--- src/rtl/aes_roundkey_store.sv ---
// aes_roundkey_store
//   Round-key buffer fed by single_KeyExpansion. Captures the NUM_ROUNDS+1
//   round keys in emission order (slot 0 = cipher key) and serves them by
//   round index to the iterative round engine, so one expansion can serve
//   many data blocks.
//
// Ports
//   clk         system clock, rising edge
//   reset_n     asynchronous active-low reset
//   IN_valid    RoundKey holds a key this cycle (from expansion OUT_valid)
//   RoundKey    round key from key expansion
//   clear       discard stored keys, return to EMPTY
//   rd_en       read request, response one cycle later
//   rd_round    round index to read, 0..NUM_ROUNDS
//   rd_dec      (AES_RKS_REVERSE_EN only) read slot NUM_ROUNDS-rd_round
//   keys_ready  all NUM_ROUNDS+1 keys stored
//   rd_valid    rd_key valid, one-cycle pulse
//   rd_key      requested round key; holds until next read
//   rd_err      one-cycle pulse on an illegal read
//   ovf_err     one-cycle pulse when a key arrives while READY
//
// Build option
//   AES_RKS_REVERSE_EN  adds rd_dec for reverse-order (decipher) indexing.
//
// state      | meaning
// -----------+---------------------------------------------------------
// ST_EMPTY   | no keys stored; next key lands in slot 0
// ST_FILLING | slots 0..wr_cnt-1 written; waiting for the rest
// ST_READY   | all slots written; reads legal; further keys rejected

module aes_roundkey_store #(
   parameter int NUM_ROUNDS = 10,
   parameter int KEY_W      = 128
) (
   input  logic             clk,
   input  logic             reset_n,
   input  logic             IN_valid,
   input  logic [KEY_W-1:0] RoundKey,
   input  logic             clear,
   input  logic             rd_en,
   input  logic [3:0]       rd_round,
`ifdef AES_RKS_REVERSE_EN
   input  logic             rd_dec,
`endif
   output logic             keys_ready,
   output logic             rd_valid,
   output logic [KEY_W-1:0] rd_key,
   output logic             rd_err,
   output logic             ovf_err
);

   localparam logic [3:0] LAST_SLOT = 4'(NUM_ROUNDS);

   typedef enum logic [1:0] {
      ST_EMPTY   = 2'd0,
      ST_FILLING = 2'd1,
      ST_READY   = 2'd2
   } state_t;

   state_t           state;
   state_t           state_nxt;
   logic [3:0]       wr_cnt;
   logic [3:0]       wr_cnt_nxt;
   logic             wr_en;
   logic [3:0]       wr_slot;
   logic             ovf_nxt;
   logic             rd_legal;
   logic [3:0]       rd_idx;

   // Storage carries no reset: reads are gated by rd_legal, which is only
   // true once every slot has been written since the last reset/clear.
   logic [KEY_W-1:0] key_mem [0:NUM_ROUNDS];

   always_ff @(posedge clk or negedge reset_n) begin
      if (!reset_n) begin
         state  <= ST_EMPTY;
         wr_cnt <= 4'd0;
      end else begin
         state  <= state_nxt;
         wr_cnt <= wr_cnt_nxt;
      end
   end

   always_comb begin
      state_nxt  = state;
      wr_cnt_nxt = wr_cnt;
      wr_en      = 1'b0;
      wr_slot    = wr_cnt;
      ovf_nxt    = 1'b0;
      if (clear) begin
         // clear beats a coincident key: the key is dropped, no overflow
         state_nxt  = ST_EMPTY;
         wr_cnt_nxt = 4'd0;
      end else begin
         case (state)
            ST_EMPTY: begin
               if (IN_valid) begin
                  wr_en      = 1'b1;
                  wr_slot    = 4'd0;
                  wr_cnt_nxt = 4'd1;
                  state_nxt  = ST_FILLING;
               end
            end
            ST_FILLING: begin
               if (IN_valid) begin
                  wr_en      = 1'b1;
                  wr_cnt_nxt = wr_cnt + 4'd1;
                  if (wr_cnt == LAST_SLOT) begin
                     state_nxt = ST_READY;
                  end
               end
            end
            ST_READY: begin
               ovf_nxt = IN_valid;
            end
            default: begin
               state_nxt  = ST_EMPTY;
               wr_cnt_nxt = 4'd0;
            end
         endcase
      end
   end

   always_ff @(posedge clk) begin
      if (wr_en) begin
         key_mem[wr_slot] <= RoundKey;
      end
   end

   // Legality uses the pre-clear state and the raw rd_round.
   assign rd_legal = (state == ST_READY) && (rd_round <= LAST_SLOT);

`ifdef AES_RKS_REVERSE_EN
   assign rd_idx = rd_dec ? (LAST_SLOT - rd_round) : rd_round;
`else
   assign rd_idx = rd_round;
`endif

   always_ff @(posedge clk or negedge reset_n) begin
      if (!reset_n) begin
         rd_valid <= 1'b0;
         rd_err   <= 1'b0;
         rd_key   <= '0;
         ovf_err  <= 1'b0;
      end else begin
         rd_valid <= rd_en && rd_legal;
         rd_err   <= rd_en && !rd_legal;
         ovf_err  <= ovf_nxt;
         if (rd_en) begin
            rd_key <= rd_legal ? key_mem[rd_idx] : '0;
         end
      end
   end

   assign keys_ready = (state == ST_READY);

endmodule

--- config.mk ---
export PLATFORM = sky130hd
export DESIGN_NAME = aes_roundkey_store
export DESIGN_NICKNAME = d
export VERILOG_FILES = /design/src/rtl/aes_roundkey_store.sv
export SDC_FILE = /design/constraint.sdc
export NUM_CORES = 1
export LEC_CHECK = 0
export CORE_MARGIN = 10
export CORE_UTILIZATION = 63
export CTS_BUF_LIST = sky130_fd_sc_hd__clkbuf_4 sky130_fd_sc_hd__clkbuf_8
export DETAILED_ROUTE_END_ITERATION = 6
export PLACE_DENSITY = 0.95
export SYNTH_ARGS = -nofsm -noshare
export SYNTH_HDL_FRONTEND = slang
export SYNTH_SLANG_ARGS = --single-unit
--- constraint.sdc ---
create_clock -name clk -period 11.6 [get_ports clk]
set_input_delay 1.16 -clock clk [delete_from_list [all_inputs] [get_ports clk]]
set_output_delay 1.16 -clock clk [all_outputs]
set_load 0.1 [all_outputs]
**Run 1: routed clock nets over the placement**

Scale: 1.5 px per um.
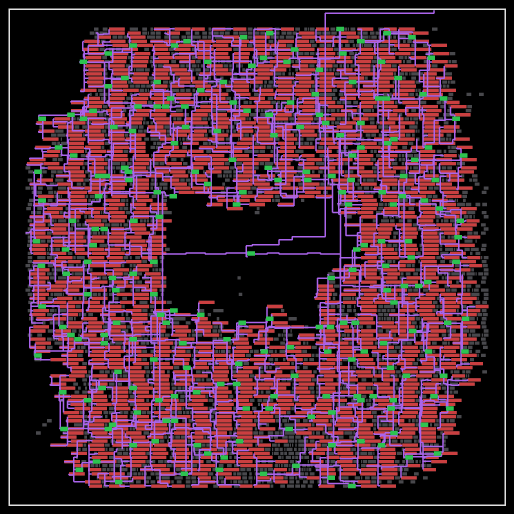
[green] clock drivers | count: 221
[red] flip-flops | count: 1545
[purple] clock wires | length: 17000 um
routed clock nets	222
flops lie	spread over the die
Clock Power: 4.45 mW
Insertion Delay late pin: 0.89 ns
Worst Skew: 0.0470 ns
Clk pwr share: 0.401

**Run 1: clock routing**

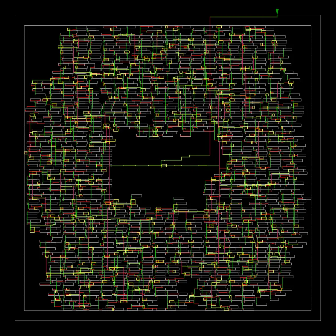
Flop Count: 1545
clkbuf count: 343
number of clock sinks: 1545
cts bufs inserted: 221

==> flow_metrics.env, run 1 <==
# yosys + openroad results
export IMPL_netlist_area_leader_share=0.700
export IMPL_area_growth_syn_to_layout_pct=14.0
export IMPL_status="finished, final reports clean"
export IMPL_critical_path_class="in2reg"
export IMPL_initial_core_util=0.636
export IMPL_nNetsFinal=3816
export IMPL_drt_initial_drc_count=4154
export IMPL_dp_cells=4719
export IMPL_cpPeakStageDelay_ns=0.86
export IMPL_critPathArrivalTime_ns=5.64
export IMPL_dieArea_sq_um=109000
export IMPL_cts_root_buf="clkbuf_8"
export IMPL_wl_per_cell_um=28.3
export IMPL_cp_cell_sequence="buf_8, buf_4, buf_12, buf_4, mux2i_1, o22ai_1, nor3_1, o32ai_2"
export IMPL_grt_max_degree=156
export IMPL_top_cells_by_count="1408 x edfxtp_1, 641 x mux2i_1, 257 x o22ai_1"
export IMPL_ys_types=35
export IMPL_r2r_end="key_mem[10][6]"
export IMPL_rsz0062_at_grt="false"
export IMPL_synth_top_flop_cell="edfxtp_1"
export IMPL_grtUsageTotal=0.265
export IMPL_rows=113
export IMPL_cp_max_fo=155
export IMPL_final_cells=5152
export IMPL_critPathCapture="rd_key[124]"
export IMPL_ant_nets=0
export IMPL_worstSetupStartpointType="primary input"
export IMPL_wl_um=146000
export IMPL_reg2reg_from="wr_cnt[2]"
export IMPL_max_clock_freq_mhz=203
export IMPL_cp_num_buf_inv=4
export IMPL_core_sq_um=95000
export IMPL_yosys_cell_count_top_type="edfxtp_1"
export IMPL_tightest_slew_ns=1.26
export IMPL_seq_area_sq_um=45700
export IMPL_critical_path_top_delay_family="buffers and inverters"
export IMPL_logic_area_sq_um=13200
export IMPL_die_height_um=330
export IMPL_synth_area_top_cells="edfxtp_1 70%, mux2i_1 11%, dfrtp_1 5.7%"
export IMPL_setup_tns_ns=0
export IMPL_slew_viol_final=0
export IMPL_syn_avg_cell_area_sq_um=18.0
export IMPL_required_ns=12.30
export IMPL_synth_area_sq_um=60400
export IMPL_grt_pass1_vias=35000
**Run 1: I/O nets highlighted**

Scale: 1.5 px per um.
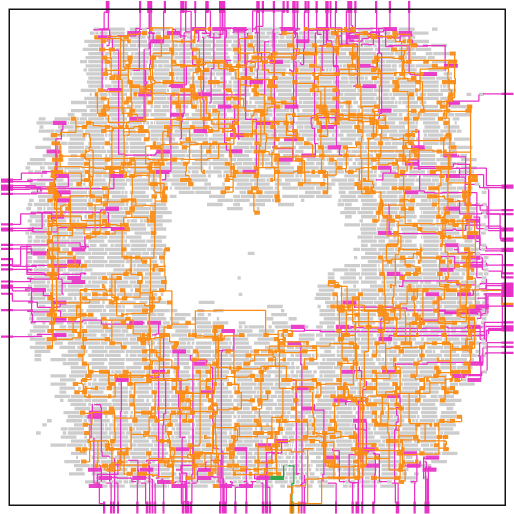
colour	port	bits	direction	end cells	buffers	wire
magenta	rd_key	128	output	128	128	8940 um
green	rd_err	1	output	1	1	37.9 um
orange	rd_round	4	input	1030	13	13600 um
PortBufs: 268
IO Count: 269

==> run 1: worst min path at each step <==
stage | start | cells past startpoint | endpoint
after global placement | rd_key[41] | 2 | rd_key[41]
after detailed placement | rd_key[32] | 2 | rd_key[32]
after CTS | reset_n | 1 | rd_key[99]
final | reset_n | 1 | rd_key[8]
after floorplan | state[1] | 2 | state[0]
after global routing | reset_n | 1 | rd_key[99]
==> run 1: per-stage QoR <==
| step | power [mW] | cell area (sq um) | hold WS, ns | setup slack [ns] | util |
|---|---|---|---|---|---|
| after floorplan | 6.54 | 60400 | 0.569 | 0.352 | - |
| after global placement | 6.73 | 64100 | 0.519 | 6.21 | 0.675 |
| after detailed placement | 6.75 | 64100 | 0.525 | 6.01 | 0.675 |
| after CTS | 11.1 | 68800 | 0.275 | 6.88 | 0.724 |
| after global routing | 11.4 | 68900 | 0.323 | 6.67 | 0.725 |
| final | 11.1 | 68900 | 0.334 | 6.67 | 0.725 |
==> run 1: logic make-up (layout without fill, tap and decap cells) <==
kind of cell,after synthesis,count (layout),share of synthesized area
buffers and inverters,338,863,0.0261
muxes,770,770,0.130
AOI/OAI and AO/OA,396,396,0.0591
adders and majority gates,2,2,0.000414
xor gates and xnor gates,1,1,0.000145
other,0,16,0
DFF,1545,1545,0.757
and+or+nand+nor,294,294,0.0270
==> run 1: layout make-up <==
class                      count  share of cell area
inverter                     135             0.00736
timing repair buffer         311              0.0455
multi-input combinational   1463               0.192
clock inverter                74             0.00770
antenna                       16            0.000581
sequential                  1545               0.664
tap                         1265              0.0230
clock buffer                 343              0.0604
==> run 1: routing by layer <==
| metal | track usage | part of all wire |
|---|---|---|
| met1 | 0.322 | 0.36 |
| met3 | 0.0561 | 0.095 |
| met2 | 0.449 | 0.51 |
| met5 | 0 | 0.00058 |
| met4 | 0.129 | 0.037 |
==> run 1: power breakdown <==
part / total (mW) / internal (mW) / switching [mW] / leakage, nW
Combinational: 0.529 / 0.189 / 0.340 / 7.00
Sequential: 6.12 / 6.11 / 0.0117 / 14.6
Clock: 4.45 / 2.39 / 2.07 / 2.51
Total: 11.1 / 8.69 / 2.42 / 24.1
==> run 1: state kept, by name, summed over array words and instances (netlist names) <==
signal    flops
rd_valid      1
state         2
ovf_err       1
rd_key      128
wr_cnt        4
key_mem    1408
rd_err        1
==> run 1: cell usage in the layout (no fill, tap or decap), drive strengths merged, types with 4 or more instances in the layout <==
master,netlist,layout
a21oi,4,4
clkdlybuf4s50,0,263
bufinv,0,4
edfxtp,1408,1408
clkinv,0,59
mux2i,641,641
o32ai,129,129
o22ai,257,257
inv,135,142
and2,128,128
diode,0,16
dfrtp,137,137
clkinvlp,0,4
buf,113,46
nor3,130,130
mux2,129,129
nor2,12,12
nand2,6,6
clkbuf,90,345
**Run 1: met3 routing**

Scale: 1 px per um.
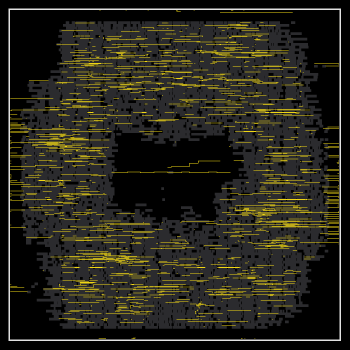

==> run 1 -> run 2 <==
==> constraint.sdc (replaced) <==
create_clock -name clk -period 4.9 [get_ports clk]
set_input_delay 0.49 -clock clk [delete_from_list [all_inputs] [get_ports clk]]
set_output_delay 0.49 -clock clk [all_outputs]
set_load 0.1 [all_outputs]
**Run 2: met3 routing**

Scale: 1 px per um.
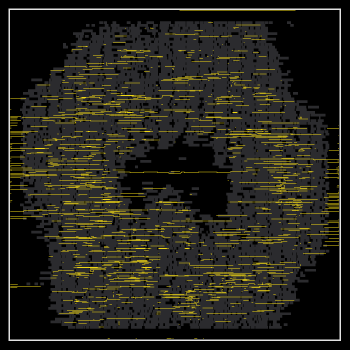
main direction	horizontal
nets with wire on the layer	464
wire length on this layer	11800 um
met3 usage: 0.0459
final wirelength: 144000 um
via count: 33100

**Run 2: placement by cell class**

Scale: 1 px per um.
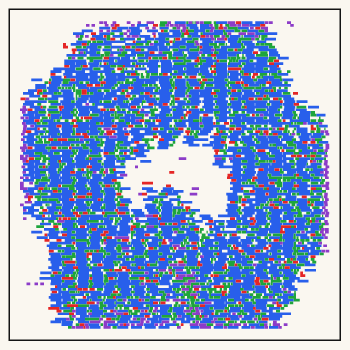
colour	class	cells	share of their area
red	clock drivers and dummy loads	411	6.8%
purple	remaining buffers and delay cells	320	5.1%
green	combinational and other logic	1598	20%
blue	sequential cells	1545	68%

==> run 2 against run 1 <==
Compared with the run above:
- the run now ends with design-rule violations left
- critical path depth fell by 5
- sequential power rose by 140%
- die size did not move
- largest cell class unchanged
==> flow_metrics.env, run 2 <==
# yosys + openroad results
export IMPL_synth_mux_area_fraction=0.130
export IMPL_nNetsFinal=3826
export IMPL_drt_initial_drc_count=3754
export IMPL_slew_viol_final=0
export IMPL_rsz0062_at_grt="false"
export IMPL_cts_root_buf="clkbuf_8"
export IMPL_ys_types=35
export IMPL_drc=1
export IMPL_critPathArrivalTime_ns=3.06
export IMPL_top_register="key_mem"
export IMPL_grt_max_degree=133
export IMPL_tightest_slew_ns=1.10
export IMPL_reg_top3="key_mem: 1408 flops, rd_key: 128 flops, wr_cnt: 4 flops"
export IMPL_syn_avg_cell_area_sq_um=18.0
export IMPL_wl_per_cell_um=27.9
export IMPL_required_ns=4.41
export IMPL_hold_end="rd_key[49]"
export IMPL_violations="design-rule violations"
export IMPL_r2r_end="key_mem[8][119]"
export IMPL_final_cells=5146
export IMPL_grtUsageTotal=0.262
export IMPL_totalPowerFinal_mw=26.2
export IMPL_hold_ws_ns=0.139
export IMPL_fin_skew_ns=0.0443
export IMPL_place_area_sq_um=64500
export IMPL_status="complete, but fails checks"
export IMPL_io_buffer_count=268
export IMPL_core_sq_um=95000
export IMPL_synth_top_flop_cell="edfxtp_1"
export IMPL_worstSetupStartpointType="flip-flop"
export IMPL_initial_core_util=0.636
export IMPL_critical_path_class="reg2out"
export IMPL_grt_pass1_vias=35500
export IMPL_area_growth_syn_to_layout_pct=14.4
export IMPL_cp_max_fo=11
export IMPL_cts_inserted_buffers=222
export IMPL_synth_area_top_cells="edfxtp_1 70%, mux2i_1 11%, dfrtp_1 5.7%"
export IMPL_fin_util=0.727
export IMPL_yosys_cell_count_top_type="edfxtp_1"
export IMPL_clock_sinks=1545
-- run 2: cell types whose count changed in the layout (fill, tap and decap cells not counted), moves of 6 or more --
cell / delta
buf_4: -13
clkinv_1: +13
diode_2: -9
clkbuf_8: -6
clkinv_2: -15
buf_12: +21
-- run 2: worst max-delay path by stage --
stage	from	endpoint	slack [ns]	cells past startpoint
after global placement	IN_valid	key_mem[8][120]	1.47	5
after floorplan	IN_valid	key_mem[5][0]	-0.18	4
final	state[0]	keys_ready	1.35	3
after CTS	state[0]	keys_ready	1.32	3
after global routing	state[0]	keys_ready	1.27	3
after detailed placement	IN_valid	key_mem[8][120]	1.37	5
-- run 2: area by class of cell --
| class | instances | area, sq um |
|---|---|---|
| antenna | 7 | 17.5 |
| fill | 5044 | 25900 |
| sequential | 1545 | 45700 |
| multi-input combinational | 1463 | 13200 |
| inverter | 135 | 507 |
| tap | 1265 | 1580 |
| clock inverter | 70 | 487 |
| clock buffer | 341 | 4110 |
| timing repair buffer | 320 | 3470 |
-- run 2: cells by family after synthesis --
logic type               Yosys count
flip-flops                      1545
multiplexers                     770
AND/OR/NAND/NOR                  294
XOR/XNOR                           1
adder cells (fa/ha/maj)            2
buffers and inverters            338
AND-OR/OR-AND                    396
-- run 2: metal layers --
| layer | up-vias | routed length, um | GRT usage |
|---|---|---|---|
| met5 | - | 52 | 0 |
| met4 | 8 | 5730 | 0.126 |
| met3 | 370 | 11800 | 0.0459 |
| met2 | 2036 | 75300 | 0.454 |
| met1 | 16800 | 50900 | 0.317 |
| li1 | 13900 | - | - |
-- run 2: power groups by stage --
stage | Combinational, mW | Clock, mW | Sequential, mW
floorplan | 0.720 | 0 | 14.8
global placement | 1.18 | 0 | 14.8
detailed placement | 1.23 | 0 | 14.8
CTS | 1.25 | 10.5 | 14.5
global route | 1.33 | 11.1 | 14.5
finish | 1.27 | 10.4 | 14.5
-- run 2: critical path: stages (launching register included) --
cell	delay (ns)
dfrtp_1	0.52
nand2b_1	0.33
inv_1	0.14
clkdlybuf4s50_1	1.16
Power figures rest on the tool's default switching activity, not on a simulated workload.
